$ cat src/rtl/spi_reg_target_pkg.sv
// Shared definitions for the SPI register target: FSM encoding, command byte
// layout and the SPI mode-0 idle levels of the pins.
package spi_reg_target_pkg;

    typedef enum logic [2:0] {
        ST_IDLE    = 3'd0,
        ST_CMD     = 3'd1,
        ST_WR_DATA = 3'd2,
        ST_RD_DATA = 3'd3,
        ST_DONE    = 3'd4
    } state_t;

    localparam int         CMD_W       = 8;
    localparam int         CMD_RW_BIT  = 7;
    localparam int         CMD_IDX_W   = 7;
    localparam logic [6:0] CLR_ERR_IDX = 7'h7F;

    // Mode 0: sck idles low, csb idles high, data sampled on the sck rise.
    localparam logic SCK_IDLE  = 1'b0;
    localparam logic CSB_IDLE  = 1'b1;
    localparam logic MOSI_IDLE = 1'b0;
    localparam logic MISO_IDLE = 1'b0;

endpackage

$ cat src/rtl/spi_pin_sync.sv
// Multi-flop synchronizer for one asynchronous pin, with rise/fall pulses
// derived from the synchronized level.
module spi_pin_sync #(
    parameter int   STAGES  = 2,
    parameter logic RST_VAL = 1'b0
) (
    input  logic i_clk,
    input  logic i_rst_n,
    input  logic i_pin,
    output logic o_sync,
    output logic o_rise,
    output logic o_fall
);

    logic [STAGES-1:0] r_sync;
    logic              r_prev;

    always_ff @(posedge i_clk or negedge i_rst_n) begin
        if (!i_rst_n) begin
            r_sync <= {STAGES{RST_VAL}};
            r_prev <= RST_VAL;
        end else begin
            r_sync <= {r_sync[STAGES-2:0], i_pin};
            r_prev <= r_sync[STAGES-1];
        end
    end

    assign o_sync = r_sync[STAGES-1];
    assign o_rise = r_sync[STAGES-1] & ~r_prev;
    assign o_fall = ~r_sync[STAGES-1] & r_prev;

endmodule

$ cat src/rtl/spi_reg_target.sv
// SPI mode-0 target exposing NUM_REGS registers of REG_W bits, with a core
// writeback port that wins over SPI commits to the same register.
module spi_reg_target
    import spi_reg_target_pkg::*;
#(
    parameter int NUM_REGS    = 4,
    parameter int REG_W       = 128,
    parameter int SYNC_STAGES = 2
) (
    input  logic                      clk,
    input  logic                      rst_n,
    input  logic                      sck,
    input  logic                      csb,
    input  logic                      mosi,
    output logic                      miso,
    input  logic [NUM_REGS-1:0]       wb_en,
    input  logic [NUM_REGS*REG_W-1:0] wb_val,
    output logic [NUM_REGS*REG_W-1:0] regs,
    output logic                      wr_strobe,
    output logic [6:0]                wr_idx,
    output logic                      err,
    output state_t                    o_dbg_state
);

    localparam int                   CNT_W         = $clog2(REG_W) + 1;
    localparam logic [CNT_W-1:0]     CNT_CMD_LOAD  = CNT_W'(CMD_W - 1);
    localparam logic [CNT_W-1:0]     CNT_DATA_LOAD = CNT_W'(REG_W - 1);
    localparam logic [CMD_IDX_W-1:0] NUM_REGS_IDX  = CMD_IDX_W'(NUM_REGS);
    localparam logic [1:0]           WARM_DONE     = 2'(SYNC_STAGES);

    state_t                 r_state, w_state_next;
    logic [CNT_W-1:0]       r_cnt;
    logic [CMD_W-1:0]       r_cmd;
    logic [REG_W-1:0]       r_shadow;
    logic [REG_W-1:0]       r_regs [NUM_REGS];
    logic                   r_miso;
    logic                   r_commit;
    logic [CMD_IDX_W-1:0]   r_commit_idx;
    logic                   r_wr_strobe;
    logic [CMD_IDX_W-1:0]   r_wr_idx;
    logic                   r_err;
    logic [1:0]             r_warm;
    logic                   r_armed;

    logic                   w_sck_sync, w_sck_rise, w_sck_fall;
    logic                   w_csb_sync, w_csb_rise, w_csb_fall;
    logic                   w_mosi_sync, w_mosi_rise, w_mosi_fall;
    logic [CMD_W-1:0]       w_cmd_byte;
    logic [CMD_IDX_W-1:0]   w_cmd_idx;
    logic                   w_cmd_rw, w_cmd_clr, w_cmd_valid, w_last_bit;
    logic [REG_W-1:0]       w_rd_snap;
    logic [NUM_REGS-1:0]    w_commit_hit;
    logic                   w_collide;
    logic                   w_unused_bits;

    spi_pin_sync #(.STAGES(SYNC_STAGES), .RST_VAL(SCK_IDLE)) u_sync_sck (
        .i_clk(clk), .i_rst_n(rst_n), .i_pin(sck),
        .o_sync(w_sck_sync), .o_rise(w_sck_rise), .o_fall(w_sck_fall)
    );
    spi_pin_sync #(.STAGES(SYNC_STAGES), .RST_VAL(CSB_IDLE)) u_sync_csb (
        .i_clk(clk), .i_rst_n(rst_n), .i_pin(csb),
        .o_sync(w_csb_sync), .o_rise(w_csb_rise), .o_fall(w_csb_fall)
    );
    spi_pin_sync #(.STAGES(SYNC_STAGES), .RST_VAL(MOSI_IDLE)) u_sync_mosi (
        .i_clk(clk), .i_rst_n(rst_n), .i_pin(mosi),
        .o_sync(w_mosi_sync), .o_rise(w_mosi_rise), .o_fall(w_mosi_fall)
    );

    assign w_unused_bits = ^{w_sck_sync, w_mosi_rise, w_mosi_fall, r_cmd[CMD_W-1]};

    // A csb fall only opens a frame once csb has been seen high after reset,
    // so a frame interrupted by reset cannot be resumed mid-stream.
    always_ff @(posedge clk or negedge rst_n) begin
        if (!rst_n) begin
            r_warm  <= '0;
            r_armed <= 1'b0;
        end else begin
            if (r_warm != WARM_DONE) r_warm <= r_warm + 2'd1;
            if (r_warm == WARM_DONE && w_csb_sync) r_armed <= 1'b1;
        end
    end

    always_comb begin
        w_cmd_byte  = {r_cmd[CMD_W-2:0], w_mosi_sync};
        w_cmd_rw    = w_cmd_byte[CMD_RW_BIT];
        w_cmd_idx   = w_cmd_byte[CMD_IDX_W-1:0];
        w_cmd_clr   = !w_cmd_rw && (w_cmd_idx == CLR_ERR_IDX);
        w_cmd_valid = w_cmd_idx < NUM_REGS_IDX;
        w_last_bit  = w_sck_rise && (r_cnt == '0);
        w_rd_snap   = '0;
        w_commit_hit = '0;
        for (int i = 0; i < NUM_REGS; i++) begin
            if (w_cmd_idx == CMD_IDX_W'(i)) w_rd_snap = r_regs[i];
            w_commit_hit[i] = r_commit && (r_commit_idx == CMD_IDX_W'(i));
        end
        w_collide = |(w_commit_hit & wb_en);
    end

    always_comb begin
        w_state_next = r_state;
        if (w_csb_rise) begin
            w_state_next = ST_IDLE;
        end else begin
            case (r_state)
                ST_IDLE: if (w_csb_fall && r_armed) w_state_next = ST_CMD;
                ST_CMD: begin
                    if (w_last_bit) begin
                        if (w_cmd_clr || !w_cmd_valid) w_state_next = ST_DONE;
                        else if (w_cmd_rw)             w_state_next = ST_RD_DATA;
                        else                           w_state_next = ST_WR_DATA;
                    end
                end
                ST_WR_DATA, ST_RD_DATA: if (w_last_bit) w_state_next = ST_DONE;
                default: w_state_next = r_state;
            endcase
        end
    end

    always_ff @(posedge clk or negedge rst_n) begin
        if (!rst_n) r_state <= ST_IDLE;
        else        r_state <= w_state_next;
    end

    always_ff @(posedge clk or negedge rst_n) begin
        if (!rst_n) begin
            r_cnt        <= '0;
            r_cmd        <= '0;
            r_shadow     <= '0;
            r_miso       <= MISO_IDLE;
            r_commit     <= 1'b0;
            r_commit_idx <= '0;
            r_err        <= 1'b0;
        end else begin
            r_commit <= 1'b0;
            if (w_collide) r_err <= 1'b1;
            if (w_csb_rise) begin
                r_miso <= MISO_IDLE;
            end else begin
                case (r_state)
                    ST_IDLE: begin
                        if (w_csb_fall && r_armed) begin
                            r_cnt <= CNT_CMD_LOAD;
                            r_cmd <= '0;
                        end
                    end
                    ST_CMD: begin
                        if (w_sck_rise) begin
                            r_cmd <= w_cmd_byte;
                            if (r_cnt != '0) begin
                                r_cnt <= r_cnt - CNT_W'(1);
                            end else if (w_cmd_clr) begin
                                r_err <= 1'b0;
                            end else if (!w_cmd_valid) begin
                                r_err <= 1'b1;
                            end else begin
                                r_cnt <= CNT_DATA_LOAD;
                                if (w_cmd_rw) r_shadow <= w_rd_snap;
                            end
                        end
                    end
                    ST_WR_DATA: begin
                        if (w_sck_rise) begin
                            r_shadow <= {r_shadow[REG_W-2:0], w_mosi_sync};
                            if (r_cnt != '0) begin
                                r_cnt <= r_cnt - CNT_W'(1);
                            end else begin
                                r_commit     <= 1'b1;
                                r_commit_idx <= r_cmd[CMD_IDX_W-1:0];
                            end
                        end
                    end
                    ST_RD_DATA: begin
                        if (w_sck_fall) begin
                            r_miso   <= r_shadow[REG_W-1];
                            r_shadow <= {r_shadow[REG_W-2:0], 1'b0};
                        end else if (w_sck_rise) begin
                            if (r_cnt != '0) r_cnt  <= r_cnt - CNT_W'(1);
                            else             r_miso <= MISO_IDLE;
                        end
                    end
                    default: r_miso <= MISO_IDLE;
                endcase
            end
        end
    end

    // Core writeback beats an SPI commit landing on the same register.
    always_ff @(posedge clk or negedge rst_n) begin
        if (!rst_n) begin
            for (int i = 0; i < NUM_REGS; i++) r_regs[i] <= '0;
        end else begin
            for (int i = 0; i < NUM_REGS; i++) begin
                if (wb_en[i])             r_regs[i] <= wb_val[i*REG_W +: REG_W];
                else if (w_commit_hit[i]) r_regs[i] <= r_shadow;
            end
        end
    end

    always_ff @(posedge clk or negedge rst_n) begin
        if (!rst_n) begin
            r_wr_strobe <= 1'b0;
            r_wr_idx    <= '0;
        end else begin
            r_wr_strobe <= r_commit;
            if (r_commit) r_wr_idx <= r_commit_idx;
        end
    end

    for (genvar g = 0; g < NUM_REGS; g++) begin : g_pack
        assign regs[g*REG_W +: REG_W] = r_regs[g];
    end

    assign miso        = r_miso;
    assign wr_strobe   = r_wr_strobe;
    assign wr_idx      = r_wr_idx;
    assign err         = r_err;
    assign o_dbg_state = r_state;

endmodule

$ cat config.mk
export PLATFORM = sky130hd
export DESIGN_NAME = spi_reg_target
export DESIGN_NICKNAME = d
export VERILOG_FILES = /design/src/rtl/spi_reg_target_pkg.sv /design/src/rtl/spi_pin_sync.sv /design/src/rtl/spi_reg_target.sv
export SDC_FILE = /design/constraint.sdc
export NUM_CORES = 2
export LEC_CHECK = 0
export CAP_MARGIN = 15
export CORE_AREA = 2 2 407 409
export CTS_BUF_LIST = sky130_fd_sc_hd__clkbuf_4 sky130_fd_sc_hd__clkbuf_8
export DETAILED_ROUTE_END_ITERATION = 10
export DIE_AREA = 0 0 409 411
export GPL_TIMING_DRIVEN = 0
export SYNTH_ARGS = -nofsm -noshare
export SYNTH_HDL_FRONTEND = slang
export SYNTH_SLANG_ARGS = --single-unit
$ cat constraint.sdc
create_clock -name clk -period 3 [get_ports clk]
set_input_delay 0.3 -clock clk [delete_from_list [all_inputs] [get_ports clk]]
set_output_delay 0.3 -clock clk [all_outputs]
set_load 0.005 [all_outputs]
layer_met4.png
The bar under the picture is 100 um long.
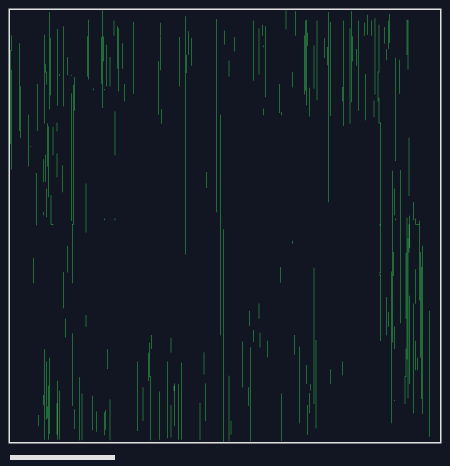
main direction: vertical
wire length on this layer: 9,640 um
Vias: 35,000
Total Wirelength: 221,000 um

clocks.png
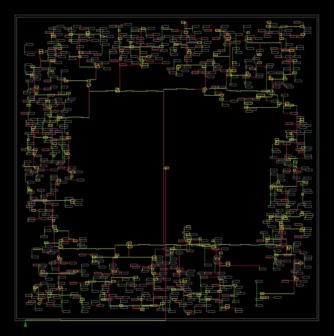
# clk buffers: 209
Worst Skew: 0.0515 ns
TritonCTS Buffers: 135
Flops: 687
Power Clock: 0.0104 W

==> impl_metrics.csv <==
group,metric,value,unit
global_route,grt_overflow_total,0,
worst_setup_path,crit_start,"r_cmd[0]",
die,rows,149,
synthesis,ys_cells,3137,
clock_tree,cts_tree,"built",
worst_setup_path,crit_end,"r_shadow[127]",
sta,final.setup.tns,0,ns
sta,finalClockPeriodUsage,0.989,
drt,wire_per_inst,31.5,um
synthesis,yosys.area_share.xor_xnor,0.000258,
layout,nets,5215,
clock_tree,cts_root_buf,"clkbuf_8",
worst_setup_path,cp_top_family,"buffers and inverters",
job,warnings,44,
layout,mostFrequentLayoutCells,"clkdlybuf4s50_1 (1,040), dfrtp_1 (684), nand2_1 (652)",
place,finalWeightedCongestion,0.974,
global_route,use_met2,0.395,
synthesis,edf_count,0,
synthesis,synthFlopType,"dfrtp_1",
run_status,status,"completed",
synthesis,ys_seq_frac,0.506,
global_route,use_met3,0.0788,
clock_tree,cts_resized,39,
worst_setup_path,r2r_slack,0.03,ns
clock_tree,clock_latency,0.86,ns
drt,avgViaCountPerCell,4.98,
synthesis,synth.avg_cell_area,10.8,um2
synthesis,syn_area,0.0340,mm2
global_route,antenna_found_initial,80,
drt,firstDrtPassIters,6,
worst_setup_path,path_cells,"clkbuf_4, clkbuf_2, mux4_2, a22oi_1, o21ai_0",
synthesis,ys_chip_area,0.0340,mm2
power,pwr_density_cell,501,mW/mm2
power,p_leak,24.2,nW
synthesis,fp_nets,3661,
-- state kept, by name (all words and copies together), names as in the netlist, 2 cells and up --
register / cells
r_warm: 2
u_sync_csb.r_sync: 2
u_sync_sck.r_sync: 2
r_shadow: 128
r_cmd: 7
o_dbg_state: 3
r_commit_idx: 7
wr_idx: 7
regs: 512
r_cnt: 8
u_sync_mosi.r_sync: 2
-- stage by stage --
stage	instance area (um2)	total power [W]	hold WS [ns]	setup slack, ns	instances
after global placement	47100	0.0163	0.337	-31.55	6367
after global routing	54300	0.0281	0.0290	0.00332	7006
final	54300	0.0272	0.0805	0.0341	7025
after floorplan	34000	0.0125	0.00441	0.720	3137
after CTS	54200	0.0273	0.000318	0.00370	6973
after detailed placement	47600	0.0164	0.338	-1.23	6387
-- power by group --
part	total (W)	switching (W)	leakage, nW	internal (W)
combinational	0.00590	0.00276	14.1	0.00314
sequential	0.0109	0.000911	8.61	0.00996
clock	0.0104	0.00455	1.52	0.00587
total	0.0272	0.00823	24.2	0.0190
-- logic make-up (layout without fill, tap and decap cells) --
family	Yosys count	count (layout)
compound gates	814	814
other cells	0	51
simple gates	710	710
mux	656	656
xor+xnor	1	1
buf+inv	266	1914
fa+ha+maj	3	3
flops	687	687
-- final cells by class --
cell class	count	area, um2
Inverter	5	18.8
Clock inverter	22	298
Sequential cell	687	17200
Clock buffer	209	2560
Timing Repair Buffer	1418	14500
Tap cell	2189	2740
Multi-Input combinational cell	2184	15600
Fill cell	16600	110000
Antenna cell	51	128
Buffer	260	1320
-- worst reg2reg max path: stages (launching register included) --
cell,delay [ns]
dfrtp_1,0.74
clkbuf_4,0.55
clkbuf_2,0.67
mux4_2,0.57
a22oi_1,0.22
o21ai_0,0.10
No activity file was given, so power comes from the tool's default toggle rates.
